==> run_1/congestion.png <==
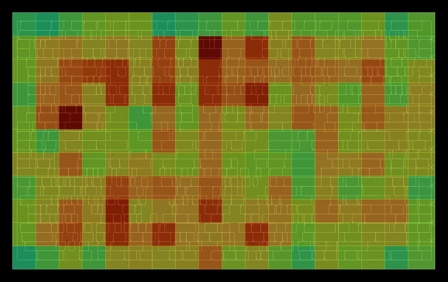
==> run_1/layer_met1.png <==
Scale: 4 px per um. Supply wires on this layer in gray. Cells faint in the background.
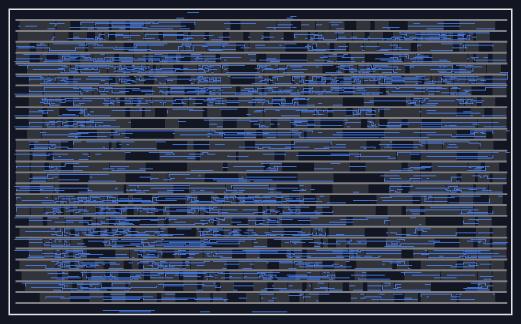
==> run_1/layer_met3.png <==
Scale: 6 px per um. Cells faint in the background.
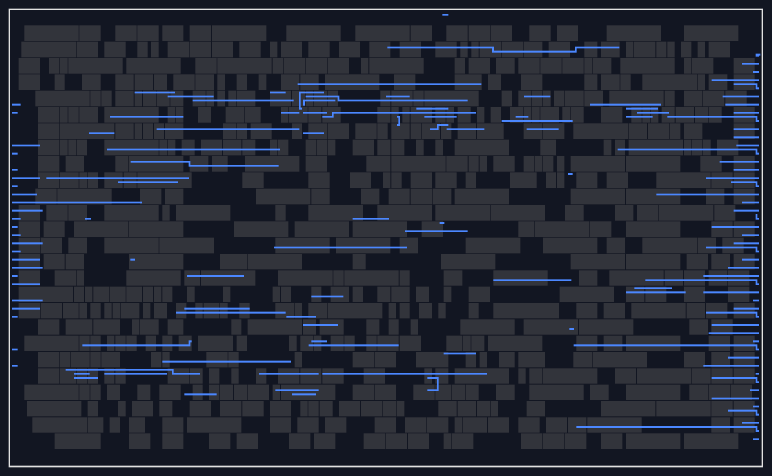
==> config.mk <==
export PLATFORM = sky130hd
export DESIGN_NAME = context_switch_ctrl
export DESIGN_NICKNAME = d
export VERILOG_FILES = /design/src/rtl/context_switch_ctrl.sv
export SDC_FILE = /design/constraint.sdc
export NUM_CORES = 1
export LEC_CHECK = 0
export ABC_AREA = 0
export CORE_ASPECT_RATIO = 0.6
export CORE_UTILIZATION = 47
export CTS_CLUSTER_SIZE = 24
export DETAILED_ROUTE_END_ITERATION = 10
export HOLD_SLACK_MARGIN = 0.15
export PLACE_DENSITY = 0.83
export SYNTH_ARGS = -nofsm -noshare
export SYNTH_HDL_FRONTEND = slang
export SYNTH_SLANG_ARGS = --single-unit
export TNS_END_PERCENT = 10
==> constraint.sdc <==
create_clock -name Clock -period 3.6 [get_ports Clock]
set_input_delay 0.72 -clock Clock [delete_from_list [all_inputs] [get_ports Clock]]
set_output_delay 0.72 -clock Clock [all_outputs]
set_load 0.05 [all_outputs]
==> results.env, run 1 <==
FINAL_CELL_COUNT_NO_FILL=717
FINAL_NET_COUNT=689
CP.ARRIVAL_NS=2.33
SYN_INST=438
CRITICAL_PATH.MAX_STAGE_DELAY_NS=0.80
GRT_USE_TOTAL_PCT=28.24
CLK_ROOT_BUFFER_CELL='clkbuf_16'
CRITICAL_PATH_PEAK_FANOUT=8
WORSTHOLDPATHCELLS=1
LEAKAGE_nW=2.555
TOOL_WARNINGS=27
AREA_ADDED_BETWEEN_SYNTHESIS_AND_FINISH_PCT=48.57
CLOCK_LATENCY_NS=0.33
GRT.OVERFLOW.TOTAL=0
CLK_TRANSITION_REPORTED_PATHS_NS=0.06
TOP_SIGNAL_LAYER_USED='met4'
TRITONCTS='done'
POST-DP-HPWL_MM=9.576
ROWS=26
ROUTE.DETAILED.DRC=12
RSZ0062_AT_GRT='false'
NUMPORTBUFFERS=173
CPLARGESTDELAYFAMILY='buffers and inverters'
DRV_CAP=0
POSTSYNTHSEQSHARE_PCT=49.65
NUMSYNTHFLOPS=85
VIOLATED_CHECKS='DRC'
DRT_FIRST_PASS_ITERS=8
GRT_PASS1_VIAS=3944
CTS.SINKS=85
CORE_UTIL_FLOORPLAN_PCT=49.32
GRT_START_MAX_NET_PINS=86
CTS_HTREE_LEVELS=3
MET1_LENGTH_MM=6.028
CRITICAL_PATH_SLOWEST_STAGE_CELL='clkdlybuf4s50_1'
NUM_ANTENNA_CELLS=0
FILLER_INSTANCES=643
POST_SYNTH_INSTANCE_AREA_MM2=0.004284
CP_NUM_CELLS=4
ROUTE.DETAILED.WL_PER_INST_UM=18.18
FMAX_GHz=0.3279
RUN_STATUS='complete, but fails checks'
TIMING.CRITICAL_PATH.BUF_INV=1
STARTPOINT_TYPE='flop'
YS_WARN_COUNT=0
TIGHTESTPINTRANSITION_NS=1.066
PLACE_AREA_MM2=0.006083
DESIGN.CORE.AREA_MM2=0.008686
DRT-VIAS-PER-INSTANCE=5.773
About congestion.png:
met1 usage in global routing: 42.23%
layer with the highest usage after global routing: met1
post-layout utilization of the core: 73.28%

About layer_met1.png:
- longest straight run: 37.7 um
- wire length on this layer: 6030 um
- nets with wire on the layer: 616
Vias: 4139
detailed-route wire length: 13.04 mm

About layer_met3.png:
- share of all routed wire: 8.2%
- longest straight run: 30.4 um
- wire length on this layer: 1060 um
- nets with wire on the layer: 125
GRT met3 Usage: 5.862%

## run 1: final cells by class
class | count | area (um2) | area share (%)
clock buffer | 10 | 229.0 | 3.597
clock inverter | 5 | 52.55 | 0.8256
inverter | 11 | 41.29 | 0.6487
multi-input combinational | 315 | 2001 | 31.43
sequential | 85 | 2127 | 33.42
tap | 112 | 140.1 | 2.202
timing repair buffer | 179 | 1774 | 27.87
## run 1: cells in the final DEF (no fill, tap or decap), types with 10 or more instances in the layout
cell type / synthesis / routed
a21oi_1: 39 / 39
a22o_1: 32 / 32
nor4_1: 10 / 10
nand4_1: 13 / 13
nor2_1: 53 / 52
o21ai_0: 17 / 17
nor3_1: 10 / 10
clkdlybuf4s50_1: 0 / 172
dfrtp_1: 85 / 85
xnor2_1: 17 / 17
inv_1: 11 / 11
xor2_1: 14 / 14
nand2_1: 23 / 23
nand3_1: 15 / 15
## run 1: where the power goes
group | internal [W] | leakage (nW) | total (W) | switching (W)
Clock | 0.000530 | 0.138 | 0.000887 | 0.000357
Combinational | 0.00141 | 1.41 | 0.00414 | 0.00273
Sequential | 0.00141 | 1.01 | 0.00180 | 0.000390
## run 1: logic make-up after synthesis
family / count (synthesis) / share of synthesized area (%)
adder cells (fa/ha/maj): 3 / 0.8763
flip-flops: 85 / 49.65
AND/OR/NAND/NOR: 159 / 19.63
XOR/XNOR: 31 / 6.338
buffers and inverters: 38 / 4.118
multiplexers: 2 / 0.4965
AND-OR/OR-AND: 120 / 18.90
## run 1: Yosys cell counts, types with 12 or more instances
cell type / number / area share (%)
a21oi_1: 39 / 4.6
dfrtp_1: 85 / 50
nand4_1: 13 / 1.9
o21ai_0: 17 / 2.0
nor2_1: 53 / 4.6
buf_2: 12 / 1.4
nand2_1: 23 / 2.0
nand3_1: 15 / 1.8
xor2_1: 14 / 2.9
xnor2_1: 17 / 3.5
a22o_1: 32 / 6.5
## run 1: layer usage
metal / track usage [%] / vias up
met5: 0 / -
met4: 6.829 / 0
met3: 5.862 / 13
met2: 41.79 / 205
met1: 42.23 / 2000
li1: - / 1921
## run 1: per-stage QoR
stage          hold WS (ns)  power, W  setup WS [ns]
6_report             0.4998  0.006820         0.5500
5_1_grt              0.5175  0.007150         0.4548
4_1_cts              0.5017  0.006845         0.5481
3_5_place_dp         0.4841  0.005928         0.6249
3_3_place_gp         0.4831  0.005820         0.7893
2_1_floorplan        0.4244  0.004507          1.217
==> run_1/layer_met2.png <==
Scale: 4 px per um.
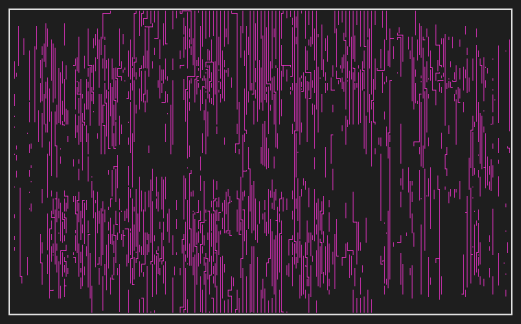

==> run 1 -> run 2 <==
- CORE_UTILIZATION: 47 -> 39
- PLACE_DENSITY: 0.83 -> 0.73
- clock period: 3.6 -> 2.75 ns (I/O delays scaled with it)
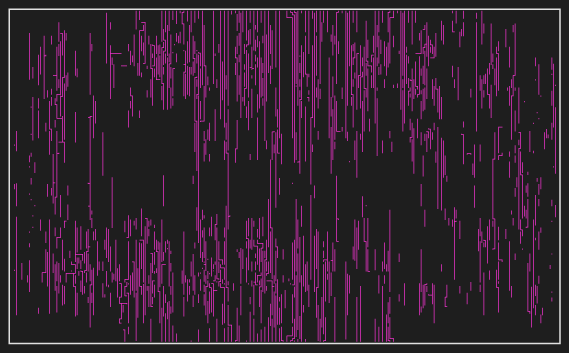
(run_2/layer_met2.png)
Scale: 4 px per um.
- main direction: vertical
- longest straight run: 36.9 um
- wire length on this layer: 5450 um
- nets with wire on the layer: 584
- share of all routed wire: 44%
met2 Usage GRT: 32.14%
detailed-route wire length: 12.49 mm
Vias: 4057

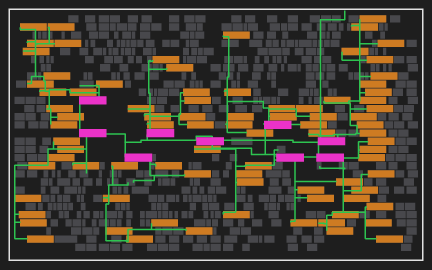
(run_2/clk_routes.png)
Scale: 3 px per um.
- clock wires: green (length 974 um)
- clock drivers: magenta (count 9)
- flip-flops: orange (count 85)
- routed clock nets: 10
- flops lie: spread over the die
largest clock skew in the final design: 0.008964 ns
latest clock arrival within the worst-skew pair: 0.33 ns
Clock group: 0.00113 W
clock network fraction of design power: 12.6%

==> run 2 against run 1 <==
Worst hold slack lost 0.29 ns. Highest routed layer unchanged. Critical path type unchanged. Via count down 2.0%. First-iteration DRC count decreased by 27%. Cell area rose by 2.1%. Combinational power grew 32%. Final cell count rose by 5.4%. Non-clock buffer count is 11 higher. Total power up 31%. Sequential cell count unchanged. The flow now finishes without violations. Global-route usage decreased by 6.0 points. Die area is 20% higher.
==> results.env, run 2 <==
TIGHTESTPINTRANSITION_NS=0.5523
DESIGN.CORE.AREA_MM2=0.01063
ROUTE.DETAILED.WL_PER_INST_UM=16.52
ROUTE.DETAILED.DRC=0
REGISTER_AREA_MM2=0.002127
CTS.SINKS=85
NUMPORTBUFFERS=173
FMAX_GHz=0.3894
POST-DP-HPWL_MM=9.519
RUN_STATUS='completed'
TOOL_WARNINGS=27
GRT_START_MAX_NET_PINS=46
CRITICAL_PATH_PEAK_FANOUT=8
MOST_USED_CELLS_IN_THE_LAYOUT_EXCLUDING_FILL_AND_TAP_CELLS='170 x clkdlybuf4s50_1, 85 x dfrtp_1, 52 x nor2_1'
SYN_INST=438
DRT_FIRST_PASS_ITERS=5
LEAKAGE_nW=2.634
STARTPOINT_TYPE='flop'
SYNTH.AREA.TOP_CELLS='dfrtp_1 50%, a22o_1 6.5%, nor2_1 4.6%'
FILLER_INSTANCES=908
YS_WARN_COUNT=0
GRT_PASS1_VIAS=3778
GRT_USE_TOTAL_PCT=22.23
CLK_ROOT_BUFFER_CELL='clkbuf_16'
POSTSYNTHSEQSHARE_PCT=49.65
MULTI_INPUT_COMB_AREA_MM2=0.002001
TRITONCTS='done'
ROWS=29
CORE_UTIL_FLOORPLAN_PCT=40.30
DRV_CAP=0
CP.ARRIVAL_NS=2.02
POST-ROUTE-UTIL_PCT=61.13
LAYOUT.CELLS.MOST_COMMON='clkdlybuf4s50_1'
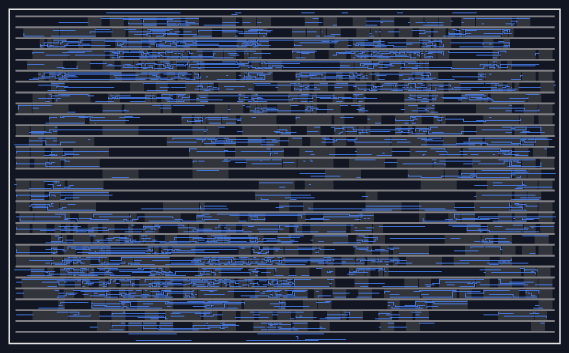
(run_2/layer_met1.png)
Scale: 4 px per um. Supply wires on this layer in gray. Cells faint in the background.
- wire length on this layer: 6190 um
- longest straight run: 39.6 um
- share of all routed wire: 50%
- main direction: horizontal
- nets with wire on the layer: 617
met1 usage in global routing: 34.92%

run 2: cell counts after synthesis:
Identical to the previous run, type by type.
run 2: power breakdown:
| group | leakage (nW) | switching (W) | internal [W] |
|---|---|---|---|
| clock | 0.139 | 0.000484 | 0.000643 |
| sequential | 1.01 | 0.000480 | 0.00184 |
| combinational | 1.49 | 0.00356 | 0.00191 |
| total | 2.63 | 0.00452 | 0.00439 |
run 2: routing by layer:
layer / wire (um) / global-route usage [%] / vias up / part of all wire (%)
met3: 797 / 3.785 / 4 / 6.4
met1: 6188 / 34.92 / 1928 / 50
met4: 51 / 3.696 / 0 / 0.41
li1: - / - / 1959 / -
met2: 5454 / 32.14 / 166 / 44
met5: 0 / 0 / - / 0
run 2: cell type report:
| class | count | area share [%] |
|---|---|---|
| tap | 139 | 2.676 |
| multi-input combinational | 315 | 30.79 |
| clock buffer | 10 | 3.677 |
| clock inverter | 6 | 0.7316 |
| sequential | 85 | 32.73 |
| timing repair buffer | 190 | 28.76 |
| inverter | 11 | 0.6353 |
run 2: cells by family after synthesis:
family	synth area share [%]
AOI/OAI and AO/OA	18.90
xor gates and xnor gates	6.338
muxes	0.4965
adders and majority gates	0.8763
buffers and inverters	4.118
DFF	49.65
and+or+nand+nor	19.63
run 2: through the flow:
step | hold slack [ns] | cells | setup WS [ns]
finish | 0.2094 | 756 | 0.1822
global route | 0.2474 | 756 | 0.06973
CTS | 0.2313 | 756 | 0.06201
detailed placement | 0.4815 | 740 | 0.2043
global placement | 0.4829 | 740 | 0.2686
floorplan | 0.2544 | 438 | 0.4201
run 2: critical path, stage by stage (launching register included):
cell and delay [ns]:
dfrtp_1 0.47, nor2b_1 0.19, a21o_1 0.19, inv_1 0.05, clkdlybuf4s50_1 0.80
No activity file was given, so power comes from the tool's default toggle rates.
